[src/rtl/framebuffer_fetch.sv]
// framebuffer_fetch
//   Fetch stage in front of the per-fragment pipeline. Each accepted fragment
//   issues a read of the destination colour/depth/stencil at its framebuffer
//   index. Two cycles later it leaves with the fetched values attached.
//   An in-flight scoreboard holds back any fragment whose index is still
//   waiting for its write-back downstream, which avoids read-after-write
//   hazards.
//
// Ports
//   aclk, reset               clock, synchronous active-high reset
//   s_frag_*                  input fragment stream (valid/ready handshake)
//   fb_ren, fb_raddr          framebuffer read request
//   fb_*_rdata                read data, valid one cycle after fb_ren and
//                             held while fb_ren is low
//   fragmentProcessed         retire pulse, one per fragment processed
//                             downstream
//   m_frag_*                  output fragment stream with destination values
module framebuffer_fetch #(
  parameter int FRAMEBUFFER_INDEX_WIDTH = 14,
  parameter int SCREEN_POS_WIDTH        = 16,
  parameter int DEPTH_WIDTH             = 16,
  parameter int STENCIL_WIDTH           = 4,
  parameter int PIXEL_WIDTH             = 32,
  parameter int INFLIGHT_DEPTH          = 8
) (
  input  logic                               aclk,
  input  logic                               reset,

  input  logic                               s_frag_tvalid,
  output logic                               s_frag_tready,
  input  logic                               s_frag_tlast,
  input  logic                               s_frag_tkeep,
  input  logic [PIXEL_WIDTH-1:0]             s_frag_tcolor,
  input  logic [31:0]                        s_frag_tdepth,
  input  logic [FRAMEBUFFER_INDEX_WIDTH-1:0] s_frag_tindex,
  input  logic [SCREEN_POS_WIDTH-1:0]        s_frag_tscreenPosX,
  input  logic [SCREEN_POS_WIDTH-1:0]        s_frag_tscreenPosY,

  output logic                               fb_ren,
  output logic [FRAMEBUFFER_INDEX_WIDTH-1:0] fb_raddr,
  input  logic [PIXEL_WIDTH-1:0]             fb_color_rdata,
  input  logic [DEPTH_WIDTH-1:0]             fb_depth_rdata,
  input  logic [STENCIL_WIDTH-1:0]           fb_stencil_rdata,

  input  logic                               fragmentProcessed,

  output logic                               m_frag_tvalid,
  input  logic                               m_frag_tready,
  output logic                               m_frag_tlast,
  output logic                               m_frag_tkeep,
  output logic [PIXEL_WIDTH-1:0]             m_frag_tcolor,
  output logic [31:0]                        m_frag_tdepth,
  output logic [FRAMEBUFFER_INDEX_WIDTH-1:0] m_frag_tindex,
  output logic [SCREEN_POS_WIDTH-1:0]        m_frag_tscreenPosX,
  output logic [SCREEN_POS_WIDTH-1:0]        m_frag_tscreenPosY,
  output logic [PIXEL_WIDTH-1:0]             m_frag_tdestinationColor,
  output logic [DEPTH_WIDTH-1:0]             m_frag_tdestinationDepth,
  output logic [STENCIL_WIDTH-1:0]           m_frag_tdestinationStencil
);

  localparam int PTR_W = $clog2(INFLIGHT_DEPTH);

  logic ce;
  logic accept;
  logic full;
  logic hazard;
  logic pop;

  // Scoreboard: circular FIFO of {index, keep} for every fragment in flight
  logic [FRAMEBUFFER_INDEX_WIDTH-1:0] sb_index [INFLIGHT_DEPTH];
  logic                               sb_keep  [INFLIGHT_DEPTH];
  logic [PTR_W-1:0]                   wr_ptr;
  logic [PTR_W-1:0]                   rd_ptr;
  logic [PTR_W:0]                     count;
  logic [INFLIGHT_DEPTH-1:0]          entry_live;

  // S1: read issued, waiting for fb_*_rdata
  logic                               s1_valid;
  logic                               s1_last;
  logic                               s1_keep;
  logic [PIXEL_WIDTH-1:0]             s1_color;
  logic [31:0]                        s1_depth;
  logic [FRAMEBUFFER_INDEX_WIDTH-1:0] s1_index;
  logic [SCREEN_POS_WIDTH-1:0]        s1_pos_x;
  logic [SCREEN_POS_WIDTH-1:0]        s1_pos_y;

  always_comb begin
    ce            = ~m_frag_tvalid | m_frag_tready;
    full          = (count == (PTR_W+1)'(INFLIGHT_DEPTH));
    s_frag_tready = ~reset & ce & ~full & ~hazard;
    accept        = s_frag_tvalid & s_frag_tready;
    fb_ren        = accept;
    fb_raddr      = s_frag_tindex;
    pop           = fragmentProcessed & (count != '0);
  end

  // An entry is live when its distance from rd_ptr is below count
  always_comb begin
    entry_live = '0;
    for (int unsigned i = 0; i < INFLIGHT_DEPTH; i++) begin
      entry_live[i] = ({1'b0, PTR_W'(i) - rd_ptr} < count);
    end
  end

  // Compare against registered contents only: an entry retiring this cycle
  // still blocks, giving a one-cycle conservative stall.
  always_comb begin
    hazard = 1'b0;
    for (int unsigned i = 0; i < INFLIGHT_DEPTH; i++) begin
      if (entry_live[i] && sb_keep[i] && (sb_index[i] == s_frag_tindex)) begin
        hazard = 1'b1;
      end
    end
    hazard = hazard & s_frag_tkeep;
  end

  always_ff @(posedge aclk) begin
    if (accept) begin
      sb_index[wr_ptr] <= s_frag_tindex;
      sb_keep[wr_ptr]  <= s_frag_tkeep;
    end
  end

  always_ff @(posedge aclk) begin
    if (reset) begin
      wr_ptr <= '0;
      rd_ptr <= '0;
      count  <= '0;
    end else begin
      if (accept) wr_ptr <= wr_ptr + PTR_W'(1);
      if (pop)    rd_ptr <= rd_ptr + PTR_W'(1);
      case ({accept, pop})
        2'b10:   count <= count + (PTR_W+1)'(1);
        2'b01:   count <= count - (PTR_W+1)'(1);
        default: count <= count;
      endcase
    end
  end

  always_ff @(posedge aclk) begin
    if (reset) begin
      s1_valid                   <= 1'b0;
      s1_last                    <= 1'b0;
      s1_keep                    <= 1'b0;
      s1_color                   <= '0;
      s1_depth                   <= '0;
      s1_index                   <= '0;
      s1_pos_x                   <= '0;
      s1_pos_y                   <= '0;
      m_frag_tvalid              <= 1'b0;
      m_frag_tlast               <= 1'b0;
      m_frag_tkeep               <= 1'b0;
      m_frag_tcolor              <= '0;
      m_frag_tdepth              <= '0;
      m_frag_tindex              <= '0;
      m_frag_tscreenPosX         <= '0;
      m_frag_tscreenPosY         <= '0;
      m_frag_tdestinationColor   <= '0;
      m_frag_tdestinationDepth   <= '0;
      m_frag_tdestinationStencil <= '0;
    end else if (ce) begin
      s1_valid <= accept;
      if (accept) begin
        s1_last  <= s_frag_tlast;
        s1_keep  <= s_frag_tkeep;
        s1_color <= s_frag_tcolor;
        s1_depth <= s_frag_tdepth;
        s1_index <= s_frag_tindex;
        s1_pos_x <= s_frag_tscreenPosX;
        s1_pos_y <= s_frag_tscreenPosY;
      end
      m_frag_tvalid <= s1_valid;
      if (s1_valid) begin
        m_frag_tlast               <= s1_last;
        m_frag_tkeep               <= s1_keep;
        m_frag_tcolor              <= s1_color;
        m_frag_tdepth              <= s1_depth;
        m_frag_tindex              <= s1_index;
        m_frag_tscreenPosX         <= s1_pos_x;
        m_frag_tscreenPosY         <= s1_pos_y;
        m_frag_tdestinationColor   <= fb_color_rdata;
        m_frag_tdestinationDepth   <= fb_depth_rdata;
        m_frag_tdestinationStencil <= fb_stencil_rdata;
      end
    end
  end

endmodule

[config.mk]
export PLATFORM = sky130hd
export DESIGN_NAME = framebuffer_fetch
export DESIGN_NICKNAME = d
export VERILOG_FILES = /design/src/rtl/framebuffer_fetch.sv
export SDC_FILE = /design/constraint.sdc
export NUM_CORES = 1
export LEC_CHECK = 0
export ABC_CLOCK_PERIOD_IN_PS = 6400
export CAP_MARGIN = 40
export CELL_PAD_IN_SITES_DETAIL_PLACEMENT = 1
export CELL_PAD_IN_SITES_GLOBAL_PLACEMENT = 1
export CORE_MARGIN = 5
export CORE_UTILIZATION = 42
export DETAILED_ROUTE_END_ITERATION = 16
export PLACE_DENSITY = 0.85
export SLEW_MARGIN = 20
export SYNTH_ARGS = -nofsm -noshare
export SYNTH_HDL_FRONTEND = slang
export SYNTH_SLANG_ARGS = --single-unit
[constraint.sdc]
create_clock -name aclk -period 6.4 [get_ports aclk]
set_input_delay 1.92 -clock aclk [delete_from_list [all_inputs] [get_ports aclk]]
set_output_delay 1.92 -clock aclk [all_outputs]
set_load 0.03 [all_outputs]
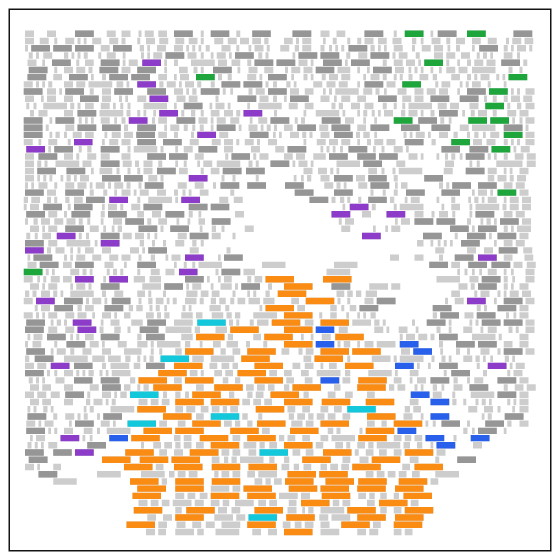
(register map, names as in the netlist)
Other sequential cells in the stronger grey, the rest of the logic in the fainter grey.
Key: `sb_keep` = cyan [sequential cells 8]; `s1_index` = blue [sequential cells 14, where lower right]; `m_frag_tdestinationDepth` = green [sequential cells 16, where upper right]; `sb_index` = orange [sequential cells 112, where bottom centre]; `s1_depth` = purple [sequential cells 32]
Seq/total area: 44.6%
Register Area: 9370 um2

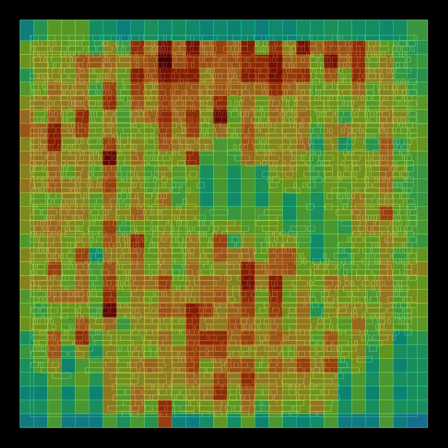
(track usage over the die)
met1 global-route usage: 27.1%
met3 usage: 7.28%

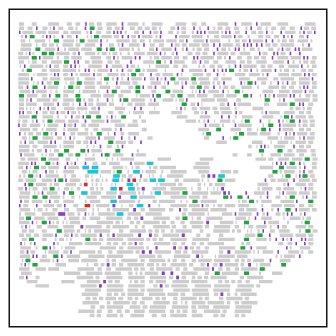
(gate-type map)
Key: multiplexers = green [cells 114]; NAND gates = purple [cells 373, where all over the die]; AND-OR and OR-AND gates = red [cells 4]; adder and majority cells = cyan [cells 19]
dominant logic cell type in the layout: clkdlybuf4s50_1
Post-Layout Cell Count: 2,334
combinational share of cell area: 26.8%

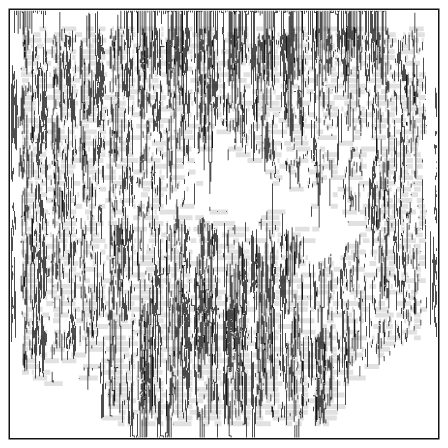
(metal 2)
The wires run mostly vertical. 1,832 nets have wire on it. The layer carries 23.8 mm of wire. The layer holds 49% of the routed length. The longest straight run is 64.6 um.
met2 Usage GRT: 38.8%
Vias: 12.0k
total wire length: 48,700 um

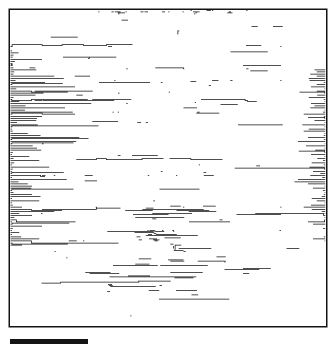
(metal 3)
Bar = 50 um.
The longest straight run is 57.7 um. The wires run mostly horizontal. The layer holds 7.9% of the routed length. 254 nets have wire on it.

==> impl_metrics.env <==
# source this file to load flow results
export IMPL_status="completed"
export IMPL_cts_root_buf="clkbuf_16"
export IMPL_ctsResizeCount=0
export IMPL_gp_congestion=0.829
export IMPL_power_frac_comb_pct=16.8
export IMPL_total_leakage_power_nw=7.43
export IMPL_edf_count=120
export IMPL_cts_tree="done"
export IMPL_syn_inst=1508
export IMPL_postCtsSetupRepairBufs=0
export IMPL_syn_area_per_cell_um2=10.4
export IMPL_nNonClkInverters=13
export IMPL_routed_wl_met2_um=23800
export IMPL_crit_fanout=14
export IMPL_io_pins=350
export IMPL_hold_path_class="reg -> reg"
export IMPL_seqPwrFrac_pct=45.9
export IMPL_fmax_ghz=0.159
export IMPL_fin_crit_sh_pct=98.5
export IMPL_tightest_slew_ns=0.839
export IMPL_syn_cell_area_um2=15700
export IMPL_peakVddDrop_mv=0.211
export IMPL_clock_power_share_pct=37.2
export IMPL_num_antenna_cells=3
export IMPL_cap_violations=0
export IMPL_switching_share_pct=26.7
export IMPL_drtIter0Drc=647
export IMPL_synth_nets=1696
export IMPL_ys_sh_mux_pct=7.26
export IMPL_die_width_um=203
export IMPL_drive_above_1_share_pct=6.07
export IMPL_hold_violations=0
export IMPL_n_all_buffers=392
export IMPL_tns_ns=0
export IMPL_clock_latency_ns=0.55
export IMPL_numCtsBuffers=44
export IMPL_port_buffers=349
export IMPL_fp_util_pct=42.7
export IMPL_yosys_area_share_adder_pct=1.56
export IMPL_dpl_hpwl_um=33800
export IMPL_signal_buffer_area_fraction_pct=19.4
export IMPL_avgRoutedWirePerCell_um=20.9
export IMPL_worstSetupEndpointType="primary output"
export IMPL_fill_cells=3940
export IMPL_cts_sinks=408
export IMPL_whs_ns=0.451
export IMPL_ys_sh_simple_pct=13.7
export IMPL_async_flop_share_pct=0
export IMPL_grt_max_degree=165
export IMPL_logic_gate_count=976
export IMPL_ys_warn_count=0
export IMPL_grt_most_used_layer="met2"
export IMPL_fp_dieH_um=203
export IMPL_drtAntennaViolNets=0
export IMPL_grt_pass1_wl_um=75000
export IMPL_biggestCellCategory="registers"
export IMPL_yosys_area_um2=15700
export IMPL_die_area_um2=41400
export IMPL_layout_min_cycle_time_ns=6.31
export IMPL_rsz0062_at_grt="false"
export IMPL_internal_power_mw=4.64
export IMPL_critPathRequiredTime_ns=4.48
export IMPL_synthFlopType="dfxtp_1"
export IMPL_final_nets=2023
export IMPL_p_sw_mw=1.69
export IMPL_grt_pass1_vias=13000
export IMPL_ys_sh_aoi_pct=6.32
export IMPL_drv_slew=0
export IMPL_nClkBuffers=67
export IMPL_warning_count=32
export IMPL_area_growth_pct=33.8
==> worst max-delay path, stage by stage <==
cell	delay [ns]
clkdlybuf4s50_1	0.46
buf_4	0.25
xnor2_1	0.12
nand4_1	0.13
nor4_2	0.08
o41ai_1	0.77
nand2b_1	0.10
a21boi_0	0.37
buf_12	0.18
==> worst paths after layout <==
| path | end | from | cells past startpoint | slack (ns) |
|---|---|---|---|---|
| min reg2reg | m_frag_tdepth[4]$_SDFFE_PP0P_ | s1_depth[4]$_SDFFE_PP0P_ | 2 | 0.45 |
| max | s_frag_tready | s_frag_tindex[13] | 9 | 0.09 |
| max reg2reg | sb_index[1][3]$_DFFE_PP_ | rd_ptr[1]$_SDFFE_PP0P_ | 15 | 2.28 |
| min | m_frag_tdepth[4]$_SDFFE_PP0P_ | s1_depth[4]$_SDFFE_PP0P_ | 2 | 0.45 |
==> registers in the layout, indices dropped and copies added, names as in the netlist, 3 cells and up <==
register and count:
sb_index 112, sb_keep 8, m_frag_tdestinationDepth 16, m_frag_tindex 14
s1_pos_y 16, s1_depth 32, m_frag_tcolor 32, m_frag_tdestinationStencil 4
count 4, m_frag_tdestinationColor 32, s1_color 32, wr_ptr 3
rd_ptr 3, s1_pos_x 16, m_frag_tdepth 32, m_frag_tscreenPosY 16
m_frag_tscreenPosX 16, s1_index 14
==> cells in the mapped netlist (all sizes together), types with 5 or more instances <==
cell type / instances / area, um2
nor2: 132 / 495
buf: 45 / 455
a21oi: 175 / 876
dfxtp: 288 / 5770
ha: 18 / 225
nand2: 334 / 1260
xnor2: 92 / 806
inv: 13 / 48.8
nand4: 20 / 125
nor4: 12 / 75.1
mux2i: 114 / 1140
nor3: 5 / 30.0
nor2b: 5 / 31.3
nand2b: 11 / 68.8
edfxtp: 120 / 3600
clkbuf: 66 / 248
xor2: 29 / 254
nand3: 8 / 40.0
==> through the flow <==
stage	util (%)	setup slack, ns	instance area [um2]
after CTS	57.0	0.0770	21000
after detailed placement	53.5	0.122	19700
after floorplan	-	0.865	15700
final	57.2	0.0933	21000
after global placement	53.3	0.263	19600
after global routing	57.2	0.00716	21000
==> cell usage in the layout (no fill, tap or decap), types with 11 or more instances in the layout <==
| cell | Yosys | routed |
|---|---|---|
| clkdlybuf4s50_1 | 0 | 346 |
| ha_1 | 18 | 18 |
| xnor2_1 | 92 | 92 |
| xor2_1 | 29 | 29 |
| clkbuf_1 | 66 | 14 |
| buf_12 | 9 | 17 |
| mux2i_1 | 114 | 114 |
| buf_4 | 28 | 26 |
| nor2_1 | 132 | 132 |
| dfxtp_1 | 288 | 288 |
| clkbuf_16 | 0 | 46 |
| edfxtp_1 | 120 | 120 |
| nand2_1 | 333 | 333 |
| nor4_1 | 12 | 11 |
| a21oi_1 | 175 | 175 |
| inv_1 | 13 | 13 |
| nand4_1 | 20 | 20 |
==> power by group through the flow <==
stage | Sequential (mW) | Combinational [mW] | Clock, mW
4_1_cts | 2.91 | 1.08 | 2.42
2_1_floorplan | 3.00 | 0.615 | 0
3_5_place_dp | 2.96 | 1.07 | 0
3_3_place_gp | 2.95 | 1.02 | 0
6_report | 2.91 | 1.07 | 2.36
5_1_grt | 2.93 | 1.16 | 2.54
Power figures rest on the tool's default switching activity, not on a simulated workload.
